[src/rtl/dm_arbiter_if.sv]
// Bus bundle between the two data-memory requesters, the arbiter and the single-port dm.
// Port 0 is the pipeline MEM stage and port 1 is the debug/DMA loader.
interface dm_arbiter_if;
  logic        req0, req1;
  logic        lock0, lock1;
  logic [31:0] addr0, addr1;
  logic        we0, we1;
  logic [31:0] wd0, wd1;
  logic        byte0, byte1;
  logic [31:0] pc0, pc1;
  logic        gnt0, gnt1;
  logic [31:0] rdata0, rdata1;
  logic [31:0] dm_addr;
  logic        dm_we;
  logic [31:0] dm_wd;
  logic        dm_byte;
  logic [31:0] dm_pc;
  logic [31:0] dm_rdata;

  modport slave (
    input  req0, req1, lock0, lock1, addr0, addr1, we0, we1,
           wd0, wd1, byte0, byte1, pc0, pc1, dm_rdata,
    output gnt0, gnt1, rdata0, rdata1, dm_addr, dm_we, dm_wd, dm_byte, dm_pc
  );

  modport master (
    output req0, req1, lock0, lock1, addr0, addr1, we0, we1,
           wd0, wd1, byte0, byte1, pc0, pc1, dm_rdata,
    input  gnt0, gnt1, rdata0, rdata1, dm_addr, dm_we, dm_wd, dm_byte, dm_pc
  );
endinterface

[src/rtl/dm_arbiter.sv]
// Two-port round-robin arbiter for the single-port data memory with a capped RMW lock.
// Define DM_ARB_STATS_EN to add grant/contention counters gcnt0, gcnt1, ccnt.
module dm_arbiter #(
  parameter int LOCK_MAX = 4
`ifdef DM_ARB_STATS_EN
  , parameter int CNT_W = 32
`endif
) (
  input  logic clk,
  input  logic reset,
  dm_arbiter_if.slave bus
`ifdef DM_ARB_STATS_EN
  , output logic [CNT_W-1:0] gcnt0
  , output logic [CNT_W-1:0] gcnt1
  , output logic [CNT_W-1:0] ccnt
`endif
);

  // lcnt saturates at LOCK_MAX-1, the point where a contended lock must yield
  localparam int LCNT_W = (LOCK_MAX > 1) ? $clog2(LOCK_MAX) : 1;
  localparam logic [LCNT_W-1:0] LCNT_CAP = LCNT_W'(LOCK_MAX - 1);

  typedef enum logic [1:0] {
    IDLE = 2'b00,
    G0   = 2'b01,
    G1   = 2'b10
  } state_t;

  state_t            state_r;
  state_t            state_nxt_s;
  logic              ptr_r;
  logic [LCNT_W-1:0] lcnt_r;
  logic              gnt0_r;
  logic              gnt1_r;
  logic              hold_s;

  // Next-state selection: lock hold first, then single request, then round-robin
  always_comb begin
    hold_s      = 1'b0;
    state_nxt_s = IDLE;
    case (state_r)
      G0:      hold_s = bus.lock0 & bus.req0 & (~bus.req1 | (lcnt_r < LCNT_CAP));
      G1:      hold_s = bus.lock1 & bus.req1 & (~bus.req0 | (lcnt_r < LCNT_CAP));
      default: hold_s = 1'b0;
    endcase
    if (hold_s) begin
      state_nxt_s = state_r;
    end else if (bus.req0 & bus.req1) begin
      state_nxt_s = ptr_r ? G0 : G1;
    end else if (bus.req0) begin
      state_nxt_s = G0;
    end else if (bus.req1) begin
      state_nxt_s = G1;
    end else begin
      state_nxt_s = IDLE;
    end
  end

  // Arbitration state, registered grants, round-robin pointer and lock run counter
  always_ff @(posedge clk) begin
    if (reset) begin
      state_r <= IDLE;
      gnt0_r  <= 1'b0;
      gnt1_r  <= 1'b0;
      ptr_r   <= 1'b1;
      lcnt_r  <= '0;
    end else begin
      state_r <= state_nxt_s;
      gnt0_r  <= (state_nxt_s == G0);
      gnt1_r  <= (state_nxt_s == G1);
      if (hold_s) begin
        lcnt_r <= (lcnt_r != LCNT_CAP) ? lcnt_r + LCNT_W'(1) : lcnt_r;
      end else begin
        lcnt_r <= '0;
      end
      case (state_nxt_s)
        G0:      ptr_r <= 1'b0;
        G1:      ptr_r <= 1'b1;
        default: ptr_r <= ptr_r;
      endcase
    end
  end

  // Memory-side mux follows the current grant; idle drives zeros
  always_comb begin
    bus.dm_addr = 32'h0000_0000;
    bus.dm_wd   = 32'h0000_0000;
    bus.dm_byte = 1'b0;
    bus.dm_pc   = 32'h0000_0000;
    case (state_r)
      G0: begin
        bus.dm_addr = bus.addr0;
        bus.dm_wd   = bus.wd0;
        bus.dm_byte = bus.byte0;
        bus.dm_pc   = bus.pc0;
      end
      G1: begin
        bus.dm_addr = bus.addr1;
        bus.dm_wd   = bus.wd1;
        bus.dm_byte = bus.byte1;
        bus.dm_pc   = bus.pc1;
      end
      default: begin
        bus.dm_addr = 32'h0000_0000;
        bus.dm_wd   = 32'h0000_0000;
        bus.dm_byte = 1'b0;
        bus.dm_pc   = 32'h0000_0000;
      end
    endcase
  end

  assign bus.gnt0 = gnt0_r;
  assign bus.gnt1 = gnt1_r;

  // A requester dropping req inside its grant cycle cancels the write
  assign bus.dm_we = ~reset & ((gnt0_r & bus.req0 & bus.we0) | (gnt1_r & bus.req1 & bus.we1));

  assign bus.rdata0 = gnt0_r ? bus.dm_rdata : 32'h0000_0000;
  assign bus.rdata1 = gnt1_r ? bus.dm_rdata : 32'h0000_0000;

`ifdef DM_ARB_STATS_EN
  // Statistics: grant cycles per port and cycles with both ports requesting
  always_ff @(posedge clk) begin
    if (reset) begin
      gcnt0 <= '0;
      gcnt1 <= '0;
      ccnt  <= '0;
    end else begin
      gcnt0 <= gnt0_r ? gcnt0 + CNT_W'(1) : gcnt0;
      gcnt1 <= gnt1_r ? gcnt1 + CNT_W'(1) : gcnt1;
      ccnt  <= (bus.req0 & bus.req1) ? ccnt + CNT_W'(1) : ccnt;
    end
  end
`endif

endmodule

[src/flat_wrapper.sv]
// flat-port wrapper written by rule: the top's interface ports become plain ports
module dm_arbiter_flat 
#(
  parameter int LOCK_MAX = 4

)
  (clk, reset, bus_req0, bus_req1, bus_lock0, bus_lock1, bus_addr0, bus_addr1, bus_we0, bus_we1, bus_wd0, bus_wd1, bus_byte0, bus_byte1, bus_pc0, bus_pc1, bus_dm_rdata, bus_gnt0, bus_gnt1, bus_rdata0, bus_rdata1, bus_dm_addr, bus_dm_we, bus_dm_wd, bus_dm_byte, bus_dm_pc);
  dm_arbiter_if bus_i ();
  input  logic clk;
  input  logic reset;
  input wire logic [$bits(bus_i.req0)-1:0] bus_req0;
  input wire logic [$bits(bus_i.req1)-1:0] bus_req1;
  input wire logic [$bits(bus_i.lock0)-1:0] bus_lock0;
  input wire logic [$bits(bus_i.lock1)-1:0] bus_lock1;
  input wire logic [$bits(bus_i.addr0)-1:0] bus_addr0;
  input wire logic [$bits(bus_i.addr1)-1:0] bus_addr1;
  input wire logic [$bits(bus_i.we0)-1:0] bus_we0;
  input wire logic [$bits(bus_i.we1)-1:0] bus_we1;
  input wire logic [$bits(bus_i.wd0)-1:0] bus_wd0;
  input wire logic [$bits(bus_i.wd1)-1:0] bus_wd1;
  input wire logic [$bits(bus_i.byte0)-1:0] bus_byte0;
  input wire logic [$bits(bus_i.byte1)-1:0] bus_byte1;
  input wire logic [$bits(bus_i.pc0)-1:0] bus_pc0;
  input wire logic [$bits(bus_i.pc1)-1:0] bus_pc1;
  input wire logic [$bits(bus_i.dm_rdata)-1:0] bus_dm_rdata;
  output wire logic [$bits(bus_i.gnt0)-1:0] bus_gnt0;
  output wire logic [$bits(bus_i.gnt1)-1:0] bus_gnt1;
  output wire logic [$bits(bus_i.rdata0)-1:0] bus_rdata0;
  output wire logic [$bits(bus_i.rdata1)-1:0] bus_rdata1;
  output wire logic [$bits(bus_i.dm_addr)-1:0] bus_dm_addr;
  output wire logic [$bits(bus_i.dm_we)-1:0] bus_dm_we;
  output wire logic [$bits(bus_i.dm_wd)-1:0] bus_dm_wd;
  output wire logic [$bits(bus_i.dm_byte)-1:0] bus_dm_byte;
  output wire logic [$bits(bus_i.dm_pc)-1:0] bus_dm_pc;
  assign bus_i.req0 = bus_req0;
  assign bus_i.req1 = bus_req1;
  assign bus_i.lock0 = bus_lock0;
  assign bus_i.lock1 = bus_lock1;
  assign bus_i.addr0 = bus_addr0;
  assign bus_i.addr1 = bus_addr1;
  assign bus_i.we0 = bus_we0;
  assign bus_i.we1 = bus_we1;
  assign bus_i.wd0 = bus_wd0;
  assign bus_i.wd1 = bus_wd1;
  assign bus_i.byte0 = bus_byte0;
  assign bus_i.byte1 = bus_byte1;
  assign bus_i.pc0 = bus_pc0;
  assign bus_i.pc1 = bus_pc1;
  assign bus_i.dm_rdata = bus_dm_rdata;
  assign bus_gnt0 = bus_i.gnt0;
  assign bus_gnt1 = bus_i.gnt1;
  assign bus_rdata0 = bus_i.rdata0;
  assign bus_rdata1 = bus_i.rdata1;
  assign bus_dm_addr = bus_i.dm_addr;
  assign bus_dm_we = bus_i.dm_we;
  assign bus_dm_wd = bus_i.dm_wd;
  assign bus_dm_byte = bus_i.dm_byte;
  assign bus_dm_pc = bus_i.dm_pc;
  dm_arbiter #(.LOCK_MAX(LOCK_MAX)) u_core (.clk(clk), .reset(reset), .bus(bus_i));
endmodule
[config.mk]
export PLATFORM = sky130hd
export DESIGN_NAME = dm_arbiter_flat
export DESIGN_NICKNAME = d
export VERILOG_FILES = /design/src/rtl/dm_arbiter_if.sv /design/src/rtl/dm_arbiter.sv /design/src/flat_wrapper.sv
export SDC_FILE = /design/constraint.sdc
export NUM_CORES = 1
export LEC_CHECK = 0
export CORE_AREA = 2 2 153 155
export DETAILED_ROUTE_END_ITERATION = 16
export DIE_AREA = 0 0 155 157
export PLACE_DENSITY_LB_ADDON = 0.15
export SYNTH_ARGS = -nofsm -noshare
export SYNTH_HDL_FRONTEND = slang
export SYNTH_SLANG_ARGS = --single-unit
[constraint.sdc]
create_clock -name clk -period 2.39 [get_ports clk]
set_input_delay 0.239 -clock clk [delete_from_list [all_inputs] [get_ports clk]]
set_output_delay 0.239 -clock clk [all_outputs]
set_load 0.03 [all_outputs]
Fig. 1: the metal 3 layer
Bar = 50 um.
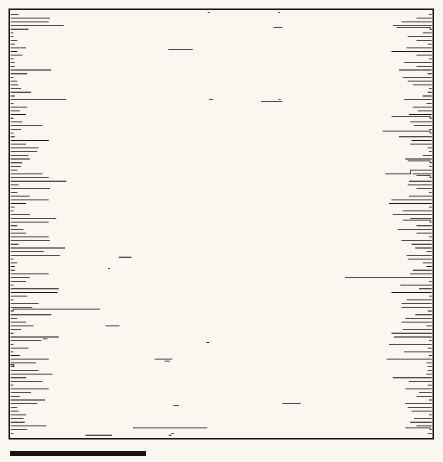
The wires run mostly horizontal. The layer carries 1690 um of wire. The longest straight run is 31.7 um. The layer holds 11% of the routed length. 240 nets have wire on it.
overall routed net length: 15.2 mm
total via count after detailed routing: 3988
M3 GR Usage: 3.36%

Fig. 2: cell area per tile
16 x 16 tiles, from white (low) to dark blue (high), 0 to 100% covered.
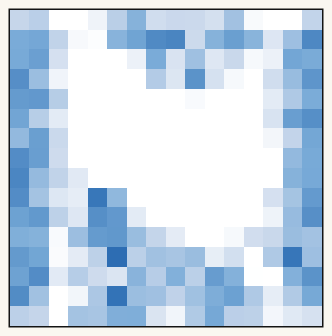
The mean over all tiles is 24%. The emptiest ninth of the die: centre. The fullest tile reaches 75%.
starting utilization of the core area: 9.20%
Util after Layout: 27.5%
Placeable Area: 0.0225 mm2

-- synthesized netlist by cell type (4+ instances only) --
master / number
sky130_fd_sc_hd__nor2_1: 101
sky130_fd_sc_hd__a22oi_1: 97
sky130_fd_sc_hd__and2_1: 65
sky130_fd_sc_hd__clkbuf_1: 16
sky130_fd_sc_hd__buf_2: 12
sky130_fd_sc_hd__dfxtp_1: 7
sky130_fd_sc_hd__buf_1: 5
sky130_fd_sc_hd__dlygate4sd1_1: 5
sky130_fd_sc_hd__ha_1: 4
-- layout make-up --
type / count / area [um2] / share of cell area, %
multi-input combinational: 289 / 1750 / 28.2
timing repair buffer: 402 / 3860 / 62.2
sequential: 7 / 140 / 2.26
clock buffer: 4 / 78.8 / 1.27
inverter: 3 / 11.3 / 0.182
tap: 285 / 357 / 5.75
antenna: 2 / 5.00 / 0.0808
-- report_power, final --
group | total, mW | leakage [nW] | switching (mW) | internal (mW)
Sequential | 0.132 | 0.0575 | 0.00662 | 0.125
Clock | 0.287 | 0.0382 | 0.0648 | 0.222
Combinational | 1.26 | 2.27 | 0.616 | 0.646
-- worst reg2reg max path: cells and delay by family (launching register included) --
kind	cells	cell delay (ns)
buf+inv	1	0.10
fa+ha+maj	2	0.56
flops	1	0.40
compound gates	4	0.62
simple gates	2	0.31
-- state kept, by name (all words and copies together), names as in the netlist --
name,cells
u_core.bus.gnt0,1
u_core.bus.gnt1,1
u_core.lcnt_r,2
u_core.ptr_r,1
u_core.state_r,2
-- layer usage --
metal	routed length (um)	track usage (%)
met1	5020	10.6
met2	8260	22.5
met5	0	0
met4	264	3.84
met3	1690	3.36
-- final timing paths --
check | start | to
hold / removal | u_core.ptr_r$_SDFFE_PP1P_ | u_core.ptr_r$_SDFFE_PP1P_
hold reg to reg | u_core.ptr_r$_SDFFE_PP1P_ | u_core.ptr_r$_SDFFE_PP1P_
setup / recovery | u_core.state_r[0]$_SDFF_PP0_ | u_core.ptr_r$_SDFFE_PP1P_
setup reg to reg | u_core.state_r[0]$_SDFF_PP0_ | u_core.ptr_r$_SDFFE_PP1P_
-- metrics by stage --
stage | utilization, % | power (mW) | setup WS, ns | hold slack (ns)
final | 27.5 | 1.68 | 0.282 | 0.508
after global routing | 27.5 | 1.77 | 0.0967 | 0.546
after CTS | 27.5 | 1.70 | 0.253 | 0.513
after detailed placement | 27.2 | 1.41 | 0.211 | 0.506
after global placement | 27.2 | 1.40 | 0.238 | 0.531
after floorplan | - | 0.708 | 0.356 | 0.311
-- logic make-up (layout without fill, tap and decap cells) --
family / after synthesis / after routing / synth area share (%)
AOI/OAI and AO/OA: 105 / 105 / 38.4
xor gates and xnor gates: 1 / 1 / 0.423
adders and majority gates: 4 / 4 / 2.42
buffers and inverters: 42 / 409 / 9.92
DFF: 7 / 7 / 6.77
muxes: 3 / 3 / 1.45
other: 0 / 2 / 0
and+or+nand+nor: 176 / 176 / 40.6
==> results.py <==
# Flow results
metrics = {
    "synth": {
        "flop_cell": "sky130_fd_sc_hd__dfxtp_1",
        "synth_seq_share_pct": 6.77,
        "combined_area_of_all_synthesized_cells_mm2": 0.00207,
        "post_synth.cell_area_avg_um2": 6.12,
        "yosysWarnings": 0,
        "yosys.stat.chipArea_mm2": 0.00207,
        "postSynthCellCount": 338,
        "synth_flop_count": 7,
        "syn_nets": 576,
        "yosys_cells": 338,
        "netlist.top_cell.by_area": "sky130_fd_sc_hd__a22oi_1",
        "synth.distinct_cells": 25,
        "area_leaders": "sky130_fd_sc_hd__a22oi_1 35%, sky130_fd_sc_hd__and2_1 20%, sky130_fd_sc_hd__nor2_1 18%, sky130_fd_sc_hd__dfxtp_1 6.8%, sky130_fd_sc_hd__buf_2 2.9%",
        "synthDominantCellAreaShare_pct": 35.2,
        "enable_flop_cells": 0,
        "async_s_r_ff_share_synth_pct": 0,
    },
    "placed_design": {
        "placed_area_mm2": 0.00611,
        "portBuffers": 397,
        "estimated_wirelength_of_the_detail_placed_design_mm": 12.3,
        "gpl.final_weighted_congestion": 0.871,
        "place.detailed.instances": 986,
    },
    "sta": {
        "rsz0062_at_grt": "no",
        "finalHoldViolCount": 0,
        "timing.setup.tns_ns": 0,
        "slew_headroom_pct": 65.8,
        "final_period_minus_worst_setup_slack_ns": 2.11,
        "finalClockSkew_ns": 0.000574,
        "tightest_slew_ns": 0.513,
        "final_max_slew_viol_count": 0,
        "min_period_over_period_pct": 88.2,
        "setup_viol": 0,
        "achievable-frequency_mhz": 474,
    },
    "grt": {
        "number_of_antenna_violations_at_the_first_check_in_global_routing": 2,
        "grt_pass1_wl_mm": 21.7,
        "grt_remaining_overflow": 0,
        "first_global_vias": 4071,
        "grt_start_max_net_pins": 98,
        "gr-usage-all-layers_pct": 11.1,
    },
    "critical_path": {
        "critPathMaxFanout": 4,
        "reg2reg_setup_slack_ns": 0.28,
        "worst-path-stages": 9,
        "cp_slowest_stage_delay_ns": 0.40,
        "crit_path_cell_trace": "inv_1, ha_4, a31oi_2, a21boi_4, nor2_1, or2_1, ha_1, a21oi_1, o21ai_1",
        "ff2ff_path_depth": 9,
        "timing.critical_path.required_ns": 2.51,
        "worst-path-buf-inv": 1,
        "slowest_stage_cell_crit_path": "sky130_fd_sc_hd__dfxtp_1",
        "startpoint_type": "register",
        "critPathKind": "reg2reg",
        "setup.worst_path.end_class": "register",
        "arrival_ns": 2.22,
        "timing.critical_path.max_delay_family": "AND-OR/OR-AND gates",
    },
    "floorplanning": {
        "die_y_extent_um": 157,
        "num_rows": 55,
        "design.portCount": 398,
        "dieWidth_um": 155,
        "total_die_size_mm2": 0.0243,
    },
    "pwr": {
        "irDropWorstVdd_uv": 249,
        "pwr_density_cell_mw_per_mm2": 271,
        "total_leakage_power_nw": 2.37,
    },
    "clocking": {
        "cts-hold-fix-buffers": 0,
        "cts.root.buffer_cell": "sky130_fd_sc_hd__clkbuf_16",
        "tritoncts_clock_tree": "yes",
        "clock_edge_transition_at_the_registers_on_the_reported_setup_and_hold_paths_ns": 0.04,
        "cts_max_level": 1,
        "cts_inserted_buffers": 3,
        "numClockSinks": 7,
        "worstSkewPairLatency_ns": 0.23,
        "postCtsSetupRepairBufs": 0,
        "postCtsResizedCells": 0,
        "buffers_from_clock_root_to_sink_at_most": 2,
    },
    "route": {
        "drt-pass1-iter-count": 5,
        "post-route-drc-count": 0,
        "first_iter_violations": 224,
        "postRouteAntennaNets": 0,
        "wire_per_inst_um": 15.4,
        "vias_per_cell": 4.02,
    },
    "finish": {
        "area.growth.synth_to_final_pct": 199,
        "finalInstanceArea_mm2": 0.00620,
        "finalNetCount": 944,
        "fill_cells": 2415,
        "final_layout_top_logic_cells": "300 x sky130_fd_sc_hd__clkdlybuf4s50_1, 101 x sky130_fd_sc_hd__nor2_1, 97 x sky130_fd_sc_hd__a22oi_1",
        "finish.cell_count_without_fillers": 992,
        "layout-drive-gt1-share_pct": 15.6,
        "layout_top_cell_excl_fill_tap": "sky130_fd_sc_hd__clkdlybuf4s50_1",
    },
    "hold_path": {
        "hold_class": "reg2reg",
        "min_delay_path_depth": 2,
    },
    "flow_run": {
        "log.warning_count": 27,
        "maxCapViolations": 0,
    },
    "outcome": {
        "outcome": "finished, final reports clean",
    },
}
Power is estimated from default activity; no workload was simulated.
